**src/rtl/timer_pkg.sv**
```systemverilog
// Shared definitions for the memory-mapped interval timer: FSM states, register map, bit positions.
// No logic lives here; imported by the timer top.
package timer_pkg;

  typedef enum logic [1:0] {
    IDLE = 2'd0,
    RUN  = 2'd1,
    DONE = 2'd2
  } timer_state_t;

  localparam logic [1:0] REG_CTRL   = 2'd0;
  localparam logic [1:0] REG_PERIOD = 2'd1;
  localparam logic [1:0] REG_COUNT  = 2'd2;
  localparam logic [1:0] REG_STATUS = 2'd3;

  localparam int CTRL_EN          = 0;
  localparam int CTRL_AUTO_RELOAD = 1;
  localparam int CTRL_IRQ_EN      = 2;
  localparam int STATUS_EXPIRED   = 0;

endpackage

```
**src/rtl/tick_prescaler.sv**
```systemverilog
// Divides i_clk into one-cycle ticks every PRESCALE enabled cycles; tick is combinational from the counter.
// i_clear restarts the count at 0 and suppresses the tick; no backpressure.
module tick_prescaler #(
  parameter int PRESCALE = 50000
) (
  input  logic i_clk,
  input  logic i_reset,
  input  logic i_en,
  input  logic i_clear,
  output logic o_tick
);

  localparam int CW = (PRESCALE > 1) ? $clog2(PRESCALE) : 1;
  localparam logic [CW-1:0] LAST = CW'(PRESCALE - 1);

  logic [CW-1:0] cnt_q, cnt_d;

  assign o_tick = i_en && !i_clear && (cnt_q == LAST);

  always_comb begin
    cnt_d = cnt_q;
    if (i_clear) begin
      cnt_d = '0;
    end else if (i_en) begin
      cnt_d = (cnt_q == LAST) ? '0 : cnt_q + 1'b1;
    end
  end

  always_ff @(posedge i_clk) begin
    if (i_reset) begin
      cnt_q <= '0;
    end else begin
      cnt_q <= cnt_d;
    end
  end

endmodule

```
**src/rtl/mmio_timer.sv**
```systemverilog
// Bus-mapped interval timer: CTRL/PERIOD/COUNT/STATUS registers, prescaled countdown FSM, sticky expiry irq.
// Reads return one cycle after i_rd; writes take effect at the sampling edge; no backpressure.
module mmio_timer
  import timer_pkg::*;
#(
  parameter int PRESCALE = 50000,
  parameter int WIDTH    = 16
) (
  input  logic             i_clk,
  input  logic             i_reset,
  input  logic             i_sel,
  input  logic [1:0]       i_addr,
  input  logic             i_wr,
  input  logic             i_rd,
  input  logic [WIDTH-1:0] i_wrdata,
  output logic [WIDTH-1:0] o_rddata,
  output logic             o_irq
);

  timer_state_t     state_q, state_d;
  logic             en_q, en_d;
  logic             auto_reload_q, auto_reload_d;
  logic             irq_en_q, irq_en_d;
  logic [WIDTH-1:0] period_q, period_d;
  logic [WIDTH-1:0] count_q, count_d;
  logic             expired_q, expired_d;
  logic [WIDTH-1:0] rddata_q, rddata_d;

  logic sel_wr, sel_rd;
  logic ctrl_wr, period_wr, status_wr;
  logic start, stop, presc_en, tick;

  assign sel_wr    = i_sel && i_wr;
  assign sel_rd    = i_sel && i_rd;
  assign ctrl_wr   = sel_wr && (i_addr == REG_CTRL);
  assign period_wr = sel_wr && (i_addr == REG_PERIOD);
  assign status_wr = sel_wr && (i_addr == REG_STATUS);

  // An en=1 write only (re)starts from IDLE/DONE; while running it just updates the mode bits.
  assign start    = ctrl_wr && i_wrdata[CTRL_EN] && (state_q != RUN);
  assign stop     = ctrl_wr && !i_wrdata[CTRL_EN] && (state_q == RUN);
  assign presc_en = (state_q == RUN) && !stop;

  tick_prescaler #(
    .PRESCALE(PRESCALE)
  ) u_prescaler (
    .i_clk  (i_clk),
    .i_reset(i_reset),
    .i_en   (presc_en),
    .i_clear(start),
    .o_tick (tick)
  );

  always_comb begin
    state_d       = state_q;
    en_d          = en_q;
    auto_reload_d = auto_reload_q;
    irq_en_d      = irq_en_q;
    period_d      = period_q;
    count_d       = count_q;
    expired_d     = expired_q;
    rddata_d      = rddata_q;

    if (period_wr) period_d = i_wrdata;
    if (status_wr && i_wrdata[STATUS_EXPIRED]) expired_d = 1'b0;
    if (ctrl_wr) begin
      en_d          = i_wrdata[CTRL_EN];
      auto_reload_d = i_wrdata[CTRL_AUTO_RELOAD];
      irq_en_d      = i_wrdata[CTRL_IRQ_EN];
    end

    // Expiry is evaluated after the STATUS clear so a same-cycle expiry keeps the flag set.
    case (state_q)
      IDLE, DONE: begin
        if (start) begin
          state_d = RUN;
          count_d = period_q;
        end
      end
      RUN: begin
        if (stop) begin
          state_d = IDLE;
        end else if (tick) begin
          if (count_q != '0) begin
            count_d = count_q - 1'b1;
          end else begin
            expired_d = 1'b1;
            if (auto_reload_q) begin
              count_d = period_q;
            end else begin
              en_d    = 1'b0;
              state_d = DONE;
            end
          end
        end
      end
      default: state_d = IDLE;
    endcase

    if (sel_rd) begin
      case (i_addr)
        REG_CTRL:   rddata_d = WIDTH'({irq_en_q, auto_reload_q, en_q});
        REG_PERIOD: rddata_d = period_q;
        REG_COUNT:  rddata_d = count_q;
        REG_STATUS: rddata_d = WIDTH'(expired_q);
      endcase
    end
  end

  always_ff @(posedge i_clk) begin
    if (i_reset) begin
      state_q       <= IDLE;
      en_q          <= 1'b0;
      auto_reload_q <= 1'b0;
      irq_en_q      <= 1'b0;
      period_q      <= '0;
      count_q       <= '0;
      expired_q     <= 1'b0;
      rddata_q      <= '0;
    end else begin
      state_q       <= state_d;
      en_q          <= en_d;
      auto_reload_q <= auto_reload_d;
      irq_en_q      <= irq_en_d;
      period_q      <= period_d;
      count_q       <= count_d;
      expired_q     <= expired_d;
      rddata_q      <= rddata_d;
    end
  end

  assign o_rddata = rddata_q;
  assign o_irq    = expired_q && irq_en_q;

endmodule
```
**config.mk**
```make
export PLATFORM = sky130hd
export DESIGN_NAME = mmio_timer
export DESIGN_NICKNAME = d
export VERILOG_FILES = /design/src/rtl/timer_pkg.sv /design/src/rtl/tick_prescaler.sv /design/src/rtl/mmio_timer.sv
export SDC_FILE = /design/constraint.sdc
export NUM_CORES = 1
export LEC_CHECK = 0
export ABC_AREA = 1
export ABC_CLOCK_PERIOD_IN_PS = 3000
export CORE_MARGIN = 2
export CORE_UTILIZATION = 45
export CTS_CLUSTER_SIZE = 16
export DETAILED_ROUTE_END_ITERATION = 8
export PLACE_DENSITY = 0.65
export SLEW_MARGIN = 20
export SYNTH_ARGS = -nofsm -noshare
export SYNTH_HDL_FRONTEND = slang
export SYNTH_SLANG_ARGS = --single-unit
```
**constraint.sdc**
```tcl
create_clock -name i_clk -period 3 [get_ports i_clk]
set_input_delay 0.45 -clock i_clk [delete_from_list [all_inputs] [get_ports i_clk]]
set_output_delay 0.45 -clock i_clk [all_outputs]
set_load 0.1 [all_outputs]
```
Run 1, met1 routing:
Supply wires on this layer in grey.
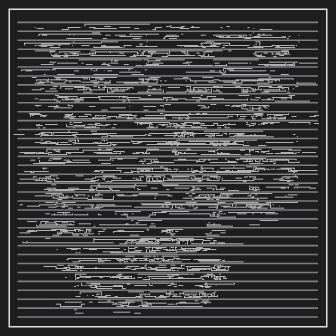
nets with wire on the layer = 598
wire length on this layer = 4500 microns
main direction = horizontal
share of all routed wire = 48%

Run 1, metal 2:
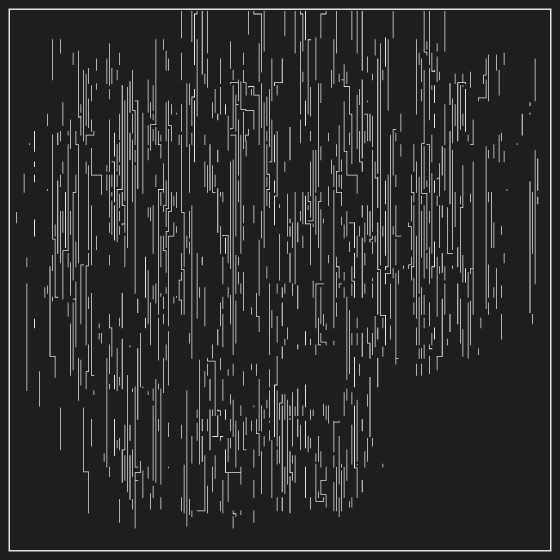
share of all routed wire = 46%
longest straight run = 39.4 microns

Run 1, M3 wires:
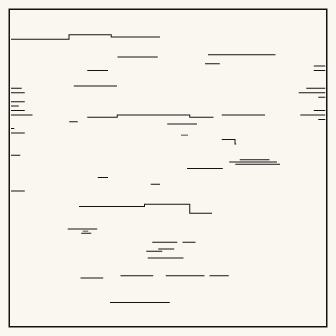
nets with wire on the layer = 41
longest straight run = 22.1 microns
wire length on this layer = 431 microns
main direction = horizontal

==> CHANGELOG.md, run 1 <==
### Changed

- YS warnings: 0
- Pre-Repair DR Iteration Count: 4
- Post-Syn Area: 3830 sq um
- Top-area cell share: 36.59%
- Final Critical Period: 2.064 ns
- Worst Skew: 0.01080 ns
- Final worst path period share: 68.80%
- Sequential fraction of the synthesis area: 36.59%
- TNS Setup: 0 ns
- Placement Setup Slack: 0.5905 ns
- Total CTS buffers: 9
- Antenna cells: 0
- Synth top cell by count: nand2_1
- Top cells, area: dfxtp_1 (37%), nand2_1 (12%), nor2_1 (11%)
- Share of cells above drive strength 1: 10.86%
- Hold Vio Cnt, Final: 0
- Htree depth: 3
- Aoi share: 15.09%
- Worst Hold Class: flop to flop
- CTS Hold Bufs: 0
- Slowest Stage Delay on Critical Path: 0.51 ns
- Synth area leader: dfxtp_1
- Layer with the highest usage: met2
- Max Clk Rate: 0.4845 GHz
- P&R area growth vs syn: 16.60%
- PwrDens: 525.7 nW/um^2
- Die ar.: 9265 sq um
- Library cells used by synthesis: 34
- Post-synth EDFFs: 0
- Ys flops: 70
- Initial antenna violation count: 0
- Clock Pin Slew Worst Setup and Hold Paths: 0.08 ns
- Crit-path max FO: 32
- Pin count of the biggest net entering global routing: 52
- Slew @ Worst Pin: 0.7938 ns
- Unrepaired setup endpoints after global routing: no
- Post-route ant nets: 0
- CTS tree: yes
- Crit path DRT: 3.29 ns
- Placement Rows: 33
- Status: completed
- Core Region: 8217 sq um
- Yosys xor share: 1.601%
- PortBufs: 39
- Yosys chip area: 3830 sq um
- Max cap viols: 0
- Slowest-stage cell, CP: clkdlybuf4s50_1
- Iteration-0 DRC Markers: 294
- Root Driver: clkbuf_8
- Worst-skew pair later-pin latency: 0.36 ns
- Die Y: 96.26 microns
- HPWL after DPL: 6.668 mm
- Async SR Flop Fraction: 0%
- Setup Viol. Count Final: 0
- Vias in the first global route: 3293
- Met3 usage: 5.403%
- Detailed Route WL: 9.313 mm
- Max clock buf depth: 2
- Sequence of cells on the critical path: clkdlybuf4s50_1 > inv_2 > nand2_2 > nor2_4 > nand2_2 > nand2_4 > inv_2 > nand2_2 > nand2_2 > nand3_4 > nand2_1 > nand2_1 > nor2_1
- Total leakage power: 2.042 nW
- Max VDD drop: 0.3182 mV
- Met1 Resource Use GR: 30.03%
- CTS resizes: 0
- And+or+nand+nor area frac: 34.17%
- Via count: 3707
- Setup ws final: 0.9360 ns
- Dominant Register Cell: dfxtp_1
- Met2 Use GR: 33.45%
- Vias per cell: 5.071
- Syn_nets: 614
==> run 1: kinds of logic after synthesis <==
family | after synthesis
AND-OR/OR-AND | 102
flip-flops | 70
XOR/XNOR | 7
adder cells (fa/ha/maj) | 3
buffers and inverters | 107
AND/OR/NAND/NOR | 299
==> run 1: report_power, final <==
group          total (mW)  internal [mW]  switching [mW]
clock network       0.948          0.573           0.375
logic               0.415          0.130           0.285
registers           0.984          0.961          0.0229
==> run 1: critical path: cells and delay by family <==
kind          cells  cell delay, ns
buf+inv           3            0.76
simple gates     10            1.11
==> run 1: metrics by stage <==
step | instances | power (mW) | hold slack (ns) | cell area (sq um) | utilization [%]
6_report | 731 | 2.347 | 0.4731 | 4466 | 54.35
5_1_grt | 731 | 2.456 | 0.5039 | 4466 | 54.35
4_1_cts | 731 | 2.369 | 0.4748 | 4466 | 54.35
3_5_place_dp | 716 | 1.421 | 0.4625 | 4222 | 51.38
3_3_place_gp | 716 | 1.414 | 0.4560 | 4222 | 51.38
2_1_floorplan | 588 | 1.315 | 0.4390 | 3830 | -
==> run 1: metal layers <==
layer	up-vias	part of all wire (%)
met5	-	0
li1	1939	-
met4	0	1.0
met3	6	4.6
met1	1679	48
met2	83	46
==> run 1: sequential cells by signal, indices dropped and copies added, names as in the netlist <==
signal,flops
irq_en_q,1
expired_q,1
en_q,1
count_q,16
state_q,2
o_rddata,16
u_prescaler.cnt_q,16
period_q,16
auto_reload_q,1
==> run 1: area by class of cell <==
type	count	area (sq um)
clock buffers	10	137.6
clock inverters	5	106.4
fillers	812	3751
inverters	88	332.8
multi-input cells	411	1986
flip-flops and latches	70	1401
well taps	105	131.4
repair buffers	42	370.4
==> run 1: cell usage in the layout, fill, tap and decap left out <==
| cell | n |
|---|---|
| o21ai_1 | 5 |
| inv_2 | 11 |
| nand3_4 | 1 |
| nor2_1 | 113 |
| nor2_2 | 5 |
| a31oi_1 | 2 |
| ha_1 | 3 |
| nand2_1 | 118 |
| nand2_2 | 7 |
| clkbuf_8 | 10 |
| nor3_2 | 2 |
| inv_4 | 1 |
| inv_1 | 75 |
| o21ai_0 | 44 |
| o41ai_1 | 1 |
| clkinv_1 | 1 |
| a21oi_1 | 32 |
| o221ai_1 | 13 |
| dfxtp_1 | 70 |
| nand4_1 | 9 |
| inv_6 | 1 |
| nor2_8 | 2 |
| clkdlybuf4s50_1 | 22 |
| and2_1 | 2 |
| nand2_4 | 2 |
| buf_4 | 20 |
| a211oi_1 | 2 |
| nor2_4 | 1 |
| xnor2_1 | 1 |
| o211ai_1 | 3 |
| nor3_1 | 7 |
| bufinv_16 | 3 |
| clkinvlp_4 | 1 |
| xor2_1 | 6 |
| nand3_1 | 29 |
| or2_2 | 1 |
==> run 1: worst paths after layout <==
kind | start | to | slack, ns | cells past startpoint
max | i_addr[0] | count_q[12] | 0.94 | 13
min | period_q[12] | period_q[12] | 0.47 | 2
max reg2reg | u_prescaler.cnt_q[0] | count_q[12] | 0.99 | 11
min reg2reg | period_q[12] | period_q[12] | 0.47 | 2
==> run 2: changes to the inputs <==
--- a/config.mk
+++ b/config.mk
@@ -6,12 +6,12 @@
 export NUM_CORES = 1
 export LEC_CHECK = 0
 export ABC_AREA = 1
-export ABC_CLOCK_PERIOD_IN_PS = 3000
+export ABC_CLOCK_PERIOD_IN_PS = 1750
 export CORE_MARGIN = 2
 export CORE_UTILIZATION = 45
 export CTS_CLUSTER_SIZE = 16
 export DETAILED_ROUTE_END_ITERATION = 8
-export PLACE_DENSITY = 0.65
+export PLACE_DENSITY = 0.67
 export SLEW_MARGIN = 20
 export SYNTH_ARGS = -nofsm -noshare
 export SYNTH_HDL_FRONTEND = slang
==> constraint.sdc (replaced) <==
create_clock -name i_clk -period 1.75 [get_ports i_clk]
set_input_delay 0.2625 -clock i_clk [delete_from_list [all_inputs] [get_ports i_clk]]
set_output_delay 0.2625 -clock i_clk [all_outputs]
set_load 0.1 [all_outputs]
==> run 2 against run 1 <==
- non-clock buffer count is 37 higher
- sequential share of layout area is 3.8 points lower
- final cell count is 5.1% higher
- sequential cell count stayed put
- setup slack worse by 0.85 ns
- critical path depth is 2 lower
- core utilization is 7.8 points higher
- via count is 5.5% higher
- power is 70% higher
- routed wire length is 6.7% higher
- clock power is 51% higher
- critical path type is now flop to flop
- critical endpoint unchanged
- largest cell class unchanged
- largest power group unchanged
==> CHANGELOG.md, run 2 <==
### Changed

- Status: completed
- Max cap viols: 0 (unchanged)
- Top cells, area: dfxtp_1 (37%), nand2_1 (12%), nor2_1 (11%)
- TNS Setup: 0 ns (unchanged)
- HPWL after DPL: 7.079 mm (+6.2%)
- YS warnings: 0 (unchanged)
- Vias per cell: 5.091 (+0.39%)
- Die ar.: 9265 sq um (unchanged)
- Hold Slack: 0.4712 ns (-0.001857 ns)
- Iteration-0 DRC Markers: 255 (-13%)
- Max VDD drop: 0.5632 mV (+77%)
- Slew @ Worst Pin: 0.4585 ns (-0.3354 ns)
- Yosys chip area: 3830 sq um (unchanged)
- Ys flops: 70 (unchanged)
- Slowest-stage cell, CP: dfxtp_4
- PwrDens: 780.0 nW/um^2 (+48%)
- Final Critical Period: 1.660 ns
- Htree depth: 3 (unchanged)
- Pin count of the biggest net entering global routing: 52 (unchanged)
- Post-route ant nets: 0 (unchanged)
- Total CTS buffers: 9 (unchanged)
- HP Start: period_q[7]
- CP top delay family: simple AND/OR/NAND/NOR gates
- Root Driver: clkbuf_8
- Synth top cell by count: nand2_1
- Max clock buf depth: 2 (unchanged)
- Async SR Flop Fraction: 0% (unchanged)
- CTS tree: yes
- Core Region: 8217 sq um (unchanged)
- Placement Rows: 33 (unchanged)
- Post-synth EDFFs: 0 (unchanged)
- Initial antenna violation count: 0 (unchanged)
- Crit-path max FO: 11 (-66%)
- Slowest Stage Delay on Critical Path: 0.37 ns (-0.14 ns)
- Top-area cell share: 36.59% (unchanged)
- Pre-Repair DR Iteration Count: 5 (+1)
- Syn_nets: 614 (unchanged)
- Worst-skew pair later-pin latency: 0.35 ns (about the same)
- Worst Hold Class: flop to flop
run 2: cell count changes in the layout (fill, tap and decap cells not counted), sizes merged:
cell	before	now
buf	20	55
clkinv	1	5
bufinv	3	2
clkbuf	10	11
clkinvlp	1	0
inv	88	87
run 2: worst min-delay path: stages, from the launching register on:
cell and delay (ns):
dfxtp_1 0.32, inv_1 0.06, a21oi_1 0.05
run 2: where the power goes:
group / switching (mW) / leakage, nW / total, mW / internal [mW]
clock network: 0.633 / 0.109 / 1.43 / 0.794
logic: 0.516 / 1.64 / 0.859 / 0.343
registers: 0.0535 / 0.571 / 1.70 / 1.65
total: 1.20 / 2.32 / 3.99 / 2.78
run 2: final cells by class:
class | count | share of cell area [%]
multi-input cells | 411 | 40.28
flip-flops and latches | 70 | 27.60
repair buffers | 79 | 18.90
inverters | 88 | 6.513
well taps | 105 | 2.571
clock buffers | 9 | 2.424
clock inverters | 6 | 1.714
run 2: what timing repair did:
action | CTS | global route
setup endpoints to repair | 0 | 21
resized | 0 | 30
hold buffers | 0 | 0
buffers inserted | 0 | 1
run 2: worst paths after layout:
kind | to | slack [ns] | depth (start not counted)
setup / recovery | count_q[12] | 0.09 | 11
hold / removal | period_q[7] | 0.47 | 2
setup reg to reg | count_q[12] | 0.09 | 11
hold reg to reg | period_q[7] | 0.47 | 2
run 2: layer usage:
metal / vias up / share of wire (%) / routed length, microns / global-route usage, %
met3: 24 / 3.0 / 300 / 3.367
li1: 2018 / - / - / -
met5: - / 0 / 0 / 0
met4: 0 / 2.8 / 274 / 10.48
met1: 1782 / 45 / 4506 / 29.11
met2: 86 / 49 / 4856 / 36.52
run 2: kinds of logic (layout without fill, tap and decap cells):
group,count (synthesis),in the layout,synth area share (%)
flip-flops,70,70,36.59
buffers and inverters,107,182,11.56
XOR/XNOR,7,7,1.601
AND/OR/NAND/NOR,299,299,34.17
adder cells (fa/ha/maj),3,3,0.9802
AND-OR/OR-AND,102,102,15.09
run 2: through the flow:
step / setup slack, ns / power [mW] / cell area (sq um) / instances
2_1_floorplan: 0.2296 / 2.254 / 3830 / 588
3_3_place_gp: -0.08158 / 2.551 / 4745 / 749
5_1_grt: -0.04074 / 4.162 / 5110 / 768
3_5_place_dp: -0.1396 / 2.561 / 4745 / 749
4_1_cts: 0.003570 / 3.975 / 4956 / 764
6_report: 0.08956 / 3.986 / 5110 / 768
Run 2, metal 4:
The bar under the picture is 20 microns long. Supply wires on this layer in grey. Cells faint in the background.
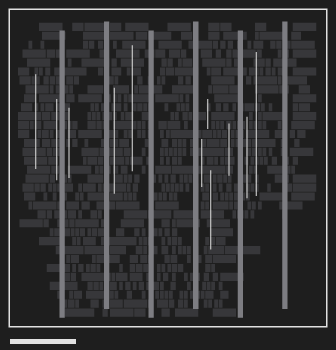
main direction = vertical
share of all routed wire = 2.8%
longest straight run = 43.5 microns
wire length on this layer = 275 microns

Run 2, clock nets:
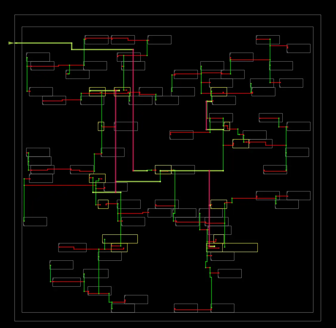
Flops: 70
Worst Skew: 0.009430 ns

Power figures rest on the tool's default switching activity, not on a simulated workload.
